===== src/rtl/mutex_arbiter.sv =====
// mutex_arbiter
//   Two-requester mutual-exclusion arbiter with a round-robin priority
//   pointer, a bounded hold time under contention and a one-cycle guard gap
//   between successive owners.
//
// Ports
//   clk      sole clock, rising edge
//   rst_n    asynchronous active-low reset
//   req_a    requester A wants the resource (level)
//   req_b    requester B wants the resource (level)
//   gnt_a    A owns the resource (registered)
//   gnt_b    B owns the resource (registered)
//   phase    mutex gate enables {guard, B, A} (registered, one-hot or zero)
//   timeout  one-cycle pulse in the guard cycle that follows a forced hand-over
//   busy     high whenever the arbiter is not idle
//
// Parameter
//   HOLD_MAX grant cycles allowed before a forced hand-over when the other
//            side is waiting (1..255)

module mutex_arbiter #(
  parameter int HOLD_MAX = 8
) (
  input  logic       clk,
  input  logic       rst_n,
  input  logic       req_a,
  input  logic       req_b,
  output logic       gnt_a,
  output logic       gnt_b,
  output logic [2:0] phase,
  output logic       timeout,
  output logic       busy
);

  localparam int CW = $clog2(HOLD_MAX + 1);
  localparam logic [CW-1:0] HOLD_LIM = CW'(HOLD_MAX);
  localparam logic [CW-1:0] CNT_ONE  = CW'(1);

  typedef enum logic [1:0] {
    IDLE    = 2'd0,
    GRANT_A = 2'd1,
    GRANT_B = 2'd2,
    GUARD   = 2'd3
  } state_t;

  state_t        state, next_state;
  logic          ptr, next_ptr;
  logic [CW-1:0] cnt, next_cnt;
  logic          next_timeout;

  // State, pointer, hold counter and all registered outputs. The outputs are
  // decoded from next_state so they change on the same edge as the state.
  always_ff @(posedge clk or negedge rst_n) begin
    if (!rst_n) begin
      state   <= IDLE;
      ptr     <= 1'b0;
      cnt     <= '0;
      gnt_a   <= 1'b0;
      gnt_b   <= 1'b0;
      phase   <= 3'b000;
      timeout <= 1'b0;
    end else begin
      state   <= next_state;
      ptr     <= next_ptr;
      cnt     <= next_cnt;
      gnt_a   <= (next_state == GRANT_A);
      gnt_b   <= (next_state == GRANT_B);
      phase   <= {next_state == GUARD, next_state == GRANT_B, next_state == GRANT_A};
      timeout <= next_timeout;
    end
  end

  // Next-state logic. A release is checked before expiry so that a
  // simultaneous drop of the owner's request never reports a timeout.
  // Expiry only forces a hand-over when the other side is actually waiting;
  // otherwise the counter just saturates and the owner keeps the resource.
  always_comb begin
    next_state   = state;
    next_ptr     = ptr;
    next_cnt     = cnt;
    next_timeout = 1'b0;
    case (state)
      IDLE, GUARD: begin
        if (req_a && (!req_b || !ptr)) begin
          next_state = GRANT_A;
          next_cnt   = CNT_ONE;
        end else if (req_b) begin
          next_state = GRANT_B;
          next_cnt   = CNT_ONE;
        end else begin
          next_state = IDLE;
          next_cnt   = '0;
        end
      end
      GRANT_A: begin
        if (!req_a) begin
          next_state = GUARD;
          next_ptr   = 1'b1;
          next_cnt   = '0;
        end else if ((cnt == HOLD_LIM) && req_b) begin
          next_state   = GUARD;
          next_ptr     = 1'b1;
          next_cnt     = '0;
          next_timeout = 1'b1;
        end else if (cnt != HOLD_LIM) begin
          next_cnt = cnt + CNT_ONE;
        end
      end
      GRANT_B: begin
        if (!req_b) begin
          next_state = GUARD;
          next_ptr   = 1'b0;
          next_cnt   = '0;
        end else if ((cnt == HOLD_LIM) && req_a) begin
          next_state   = GUARD;
          next_ptr     = 1'b0;
          next_cnt     = '0;
          next_timeout = 1'b1;
        end else if (cnt != HOLD_LIM) begin
          next_cnt = cnt + CNT_ONE;
        end
      end
      default: begin
        next_state = IDLE;
        next_cnt   = '0;
      end
    endcase
  end

  assign busy = (state != IDLE);

endmodule

===== config.mk =====
export PLATFORM = sky130hd
export DESIGN_NAME = mutex_arbiter
export DESIGN_NICKNAME = d
export VERILOG_FILES = /design/src/rtl/mutex_arbiter.sv
export SDC_FILE = /design/constraint.sdc
export NUM_CORES = 1
export LEC_CHECK = 0
export CORE_AREA = 2 2 39 41
export DETAILED_ROUTE_END_ITERATION = 8
export DIE_AREA = 0 0 41 43
export PLACE_DENSITY_LB_ADDON = 0.12
export REMOVE_ABC_BUFFERS = 1
export SYNTH_ARGS = -nofsm -noshare
export SYNTH_HDL_FRONTEND = slang
export SYNTH_SLANG_ARGS = --single-unit

===== constraint.sdc =====
create_clock -name clk -period 2.75 [get_ports clk]
set_input_delay 0.275 -clock clk [delete_from_list [all_inputs] [get_ports clk]]
set_output_delay 0.275 -clock clk [all_outputs]
set_load 0.03 [all_outputs]

run_1/congestion.png
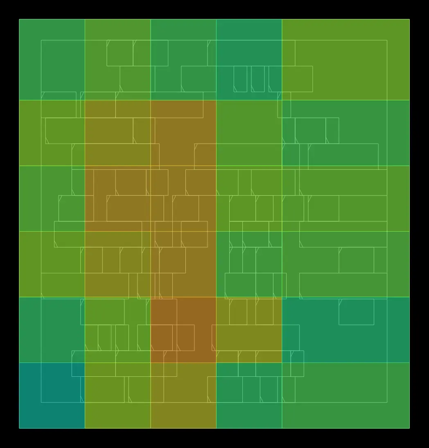
WL/cell: 12.2 um
grt met3 use: 6.81%
post-layout util: 57.7%
M2 GR Usage: 24.4%

run_1/io_placement.png
Drawn at 12 px/um. Pins as bars across the die edge, other pins in gray.
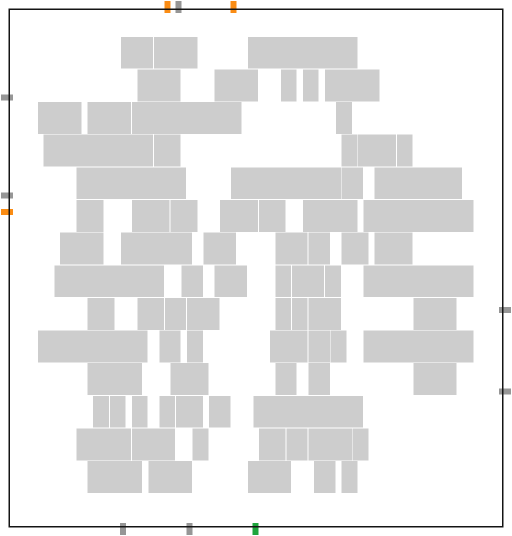
| port | color | pins | direction | edge |
|---|---|---|---|---|
| `req_a` | green | 1 | input | south |
| `phase` | orange | 3 | output | 2 north, 1 west |
horizontal extent of the die: 41 um
DIE HEIGHT: 43 um
PortBufs: 10

==> notes.org, run 1 <==
#+TITLE: Synthesis and PnR summary

** Detailed routing
- The routed design has 1180 um of wire.
- The detailed router finished its first iteration with 8 violations.

** Power
- Power density normalized to cell area :: 1060 nW/um2
- The power report lists cell-internal power as 481 uW.
- The script extracted a total leakage power of 0.000384 uW.
- Logic pwr share :: 57.0%

** STA
- Pins over their slew limit in the final report were tallied at 0.
- Final Hold Vio Count :: 0
- The worst path in the final design needs a cycle of 1910 ps, including I/O delays and setup.
- The critical path in the final layout is reported with a setup slack of 843 ps.

** Run
- Tool warnings :: 28
- MaxCap Viol Count :: 0

** Floorplanning
- Floorplan utilization :: 49.1%
- Chip Area :: 1760 um2

** Run status
- Run status :: finished, final reports clean

** Place
- Detailed placement HPWL :: 875 um
- Placed Cells :: 93
- Prior to clock tree synthesis, the placed netlist has a worst setup slack of 870 ps.

** Setup path
- Reg-to-reg critical path startpoint :: state[0]
- Critical Path Start :: state[0]
- Per STA, the endpoint of the critical path is busy.
- Kind of launch point of the worst setup path :: flip-flop
- The OpenROAD report gives the critical path a required time of 2480 ps.

** Synth
- By area the synthesized netlist is led by dfrtp_1 (41%), ha_1 (9.2%), inv_1 (4.4%).
- Seq/Total Area, Yosys :: 40.5%
- The synthesis run shows multiplexers occupying 0% of the cell area.
- Cell type contributing the most total cell area after synthesis :: dfrtp_1
- Yosys stat cell total :: 71
- Post-synthesis instance total :: 71
- Area share, top type :: 40.5%

** Clocking
- As reported, the later end of the worst-skew pair has a clock insertion delay of 270 ps.
- CTS buffer count :: 3
- TritonCTS built the clock tree.

** Final layout
- Per the final report, the share of cell area in clock cells is 3.29%.
- The multi-input combinational cells in the finished layout cover a total of 347 um2.
- Per the layout report, the design carries 8 non-clock inverters.
- The largest registers in the layout are cnt (4), phase (3), state (2).
- Largest register by flop count :: cnt
- Most common logic cells in the final layout :: dfrtp_1 (11), clkdlybuf4s50_1 (10), inv_1 (8)
- The final layout report lists a clock buffer count of 4.
- Of the cells placed in the final design, the portion with a size suffix greater than 1 is 7.41%.
- The library cell used most frequently in the layout, excluding fill and tap cells, is dfrtp_1.

** Global route
- The initial antenna violation count came to 0.
- First-pass GRT wire length :: 2110 um

** Min path
- Hold crit path type :: in2async
run_1/flops_by_reg.png
Drawn at 6 px/um. Other sequential cells in the stronger gray, the rest of the logic in the fainter gray.
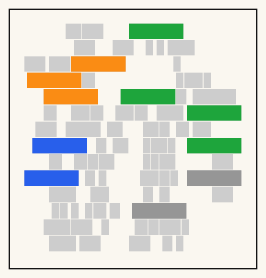
| signal | color | flops |
|---|---|---|
| `cnt` | green | 4 |
| `phase` | orange | 3 |
| `state` | blue | 2 |
not colored: 2
register area: 275 um2
power consumed by sequential cells: 253 uW
proportion of cell area occupied by registers: 34.5%

run_1/logic_types.png
Drawn at 6 px/um.
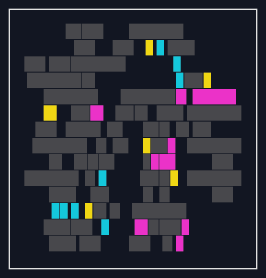
| family | color | cells |
|---|---|---|
| inverters | cyan | 8 |
| NAND gates | magenta | 9 |
| NOR gates | yellow | 6 |
logic share of the area: 43.4%
Layout Cells excl Fill: 97

-- run 1: worst max-delay path, cell delays in order (launching register included) --
cell and delay, ps:
dfrtp_1 400, inv_1 80, ha_1 190, inv_1 50, clkdlybuf4s50_1 650
-- run 1: cells in the mapped netlist (all sizes together) --
cell	number
and3	1
nor2b	1
nand3b	2
dfrtp	11
a22oi	1
ha	5
o21ba	1
inv	8
or2	2
a221o	1
nand2	4
a41oi	1
a31oi	1
o31a	1
and2	2
nand3	1
buf	4
a21boi	1
o2111ai	1
xnor2	1
nor2	5
or2b	1
o22ai	1
a21oi	2
o21ai	8
nand2b	1
xor2	2
nand4	1
-- run 1: layer usage --
metal	global-route usage (%)	share of wire [%]
met2	24.4	47
met1	24.2	45
met4	8.00	2.4
met5	0	0
met3	6.81	5.3
run_1/detail.png
Region (8, 0) to (33, 25) um. Cells in gray, sequential cells in the stronger gray; small squares are vias.
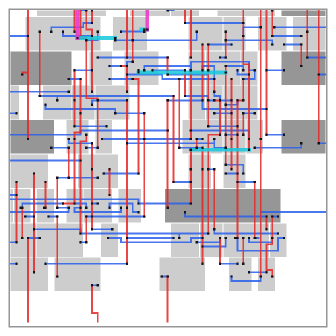

==> inputs of run 2 (changes only) <==
- CORE_AREA: 2 2 39 41 -> default
- CORE_MARGIN: default -> 1
- CORE_UTILIZATION: default -> 50
- DIE_AREA: 0 0 41 43 -> default
- clock period: 2.75 -> 1.78 ns (I/O delays scaled with it)
run_2/detail.png
Region (7, 0) to (32, 25) um. Cells in gray, sequential cells in the stronger gray; small squares are vias.
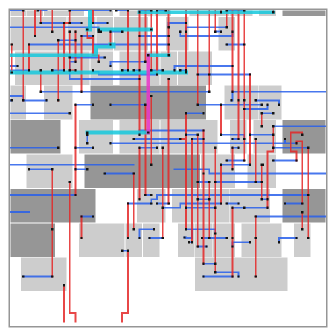
| layer | color |
|---|---|
| metal 1 | blue |
| metal 3 | cyan |
| metal 2 | red |
| metal 4 | magenta |
cells with their middle in the window: 38
most frequent: inv_1 (4)
netlist names of flops here include: `cnt` (2), `phase` (1)
sequential cells in the window: 3

==> run 2 against run 1 <==
Effect of this change:
- power grew 59%
- clock skew barely moved
- critical path depth increased by 2
- final cell count did not move
- largest cell class unchanged
==> notes.org, run 2 <==
#+TITLE: Synthesis and PnR summary

** Run status
- Run status :: finished, final reports clean

** Synth
- Post-synthesis instance total :: 71 (unchanged)
- The commonest register cell is dfrtp_1.
- After synthesis, the cell types taking the most area are dfrtp_1 (41%), ha_1 (9.2%), inv_1 (4.4%).
- Cell type contributing the most total cell area after synthesis :: dfrtp_1
- The post-synthesis sequential area ratio was 40.5% (unchanged).
- The top cell type's share of synthesized area came to 40.5% (unchanged).
- Yosys stat cell total :: 71 (unchanged)
- Async set or reset register ratio after synthesis :: 100% (unchanged)
- The post-synth tally of flip-flops with integrated enable came to 0 (unchanged).
- Most popular library cell in the synthesized design by count :: dfrtp_1

** Floorplanning
- The area of the chip was 1510 um2 (-14%).
- The initial core utilization was 57.3% (+8.2 points).
- Horizontal extent of the die :: 38.9 um (-5.2%)
- The die extent in y was 38.9 um (-9.6%).

** STA
- Final Hold Vio Count :: 0 (unchanged)
- The least setup slack across all paths after layout came to 138 ps (-705 ps).
- The final tally of max-slew violations came to 0 (unchanged).
- After layout, the minimum clock period comes to 1640 ps.

** Setup path
- Worst path bufs/invs :: 1 (-2)
- Critical Path Start :: state[0]
- The timing report attributes the biggest portion of critical-path delay to AND-OR/OR-AND gates.
- Walking the worst path, the cells encountered are inv_1 -> ha_1 -> a22oi_1 -> or2_4 -> a41oi_2 -> o21ba_1.

** Final layout
- The clock-cell share of area was 3.40% (+0.10 points).
- Commonest non-fill, non-tap cell in the layout :: dfrtp_1
- Most common logic cells in the final layout :: dfrtp_1 (11), clkdlybuf4s50_1 (9), inv_1 (8)
- The share of cells above drive strength 1 came to 10.8% (+3.4 points).
- The logic share of the area was 42.7% (-0.67 points).
- The number of standard cells in the layout, taps in and fillers out was 97 (unchanged).
- Regs by FF count :: cnt (4), phase (3), state (2)
- Count of clock buffers in the final design :: 3 (-1)
- The sequential cell area came to 275 um2 (unchanged).

** Detailed routing
- The first-iteration detailed-routing DRC count was 21 (+13).
- The average wire per standard cell is 12.6 um (+3.5%).
- Total length of routed wires :: 1230 um (+3.5%)

** Run
- MaxCap Viol Count :: 0 (unchanged)

** Clocking
- CTS tree :: done
- The number of buffers created by CTS is 3 (unchanged).
- The clock latency on the worst-skew pair is 270 ps (about the same).

** Power
- The power per standard cell area is 1670 nW/um2 (+57%).
- P_int :: 754 uW (+57%)

** Global route
- First-pass GRT wire length :: 2130 um (+0.66%)
- The initial antenna violation count was 0 (unchanged).

** Place
- The port buffer count is 10 (unchanged).
- The placed wire-length estimate came to 945 um (+8.0%).
- The number of cells after detailed placement came to 93 (unchanged).
- Pre-CTS setup slack :: 148 ps (-722 ps)
run_2/flops_by_reg.png
Drawn at 8 px/um. Other sequential cells in the stronger gray, the rest of the logic in the fainter gray.
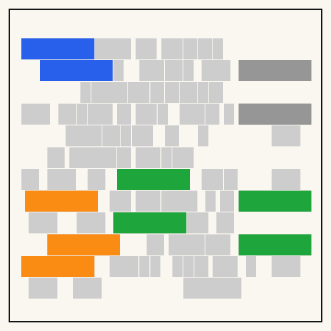
| signal | color | flops |
|---|---|---|
| `state` | blue | 2 |
| `phase` | orange | 3 |
| `cnt` | green | 4 |
post-layout util: 68.4%
power consumed by sequential cells: 392 uW
proportion of cell area occupied by registers: 34.0%

## run 2: cell counts after synthesis
Identical to the previous run, type by type.
## run 2: cells by family (layout without fill, tap and decap cells)
group,count (synthesis),count (layout)
AND-OR/OR-AND,19,19
AND/OR/NAND/NOR,21,21
adder cells (fa/ha/maj),5,5
flip-flops,11,11
XOR/XNOR,3,3
buffers and inverters,12,24
## run 2: path summary, 6_finish.rpt
check / endpoint / slack [ps] / cells after the start
max: phase[1] / 140 / 6
max reg2reg: phase[1] / 140 / 6
min: cnt[3] / 230 / 1
max in group asynchronous: state[1] / 1220 / 1
min reg2reg: ptr / 550 / 1
min in group clk: ptr / 550 / 1
## run 2: routing by layer
metal  share of wire (%)  global-route usage [%]
met2                  50                    37.9
met1                  42                    23.3
met3                 6.7                    5.20
met5                   0                       0
met4                 1.1                    7.76
Power figures rest on the tool's default switching activity, not on a simulated workload.
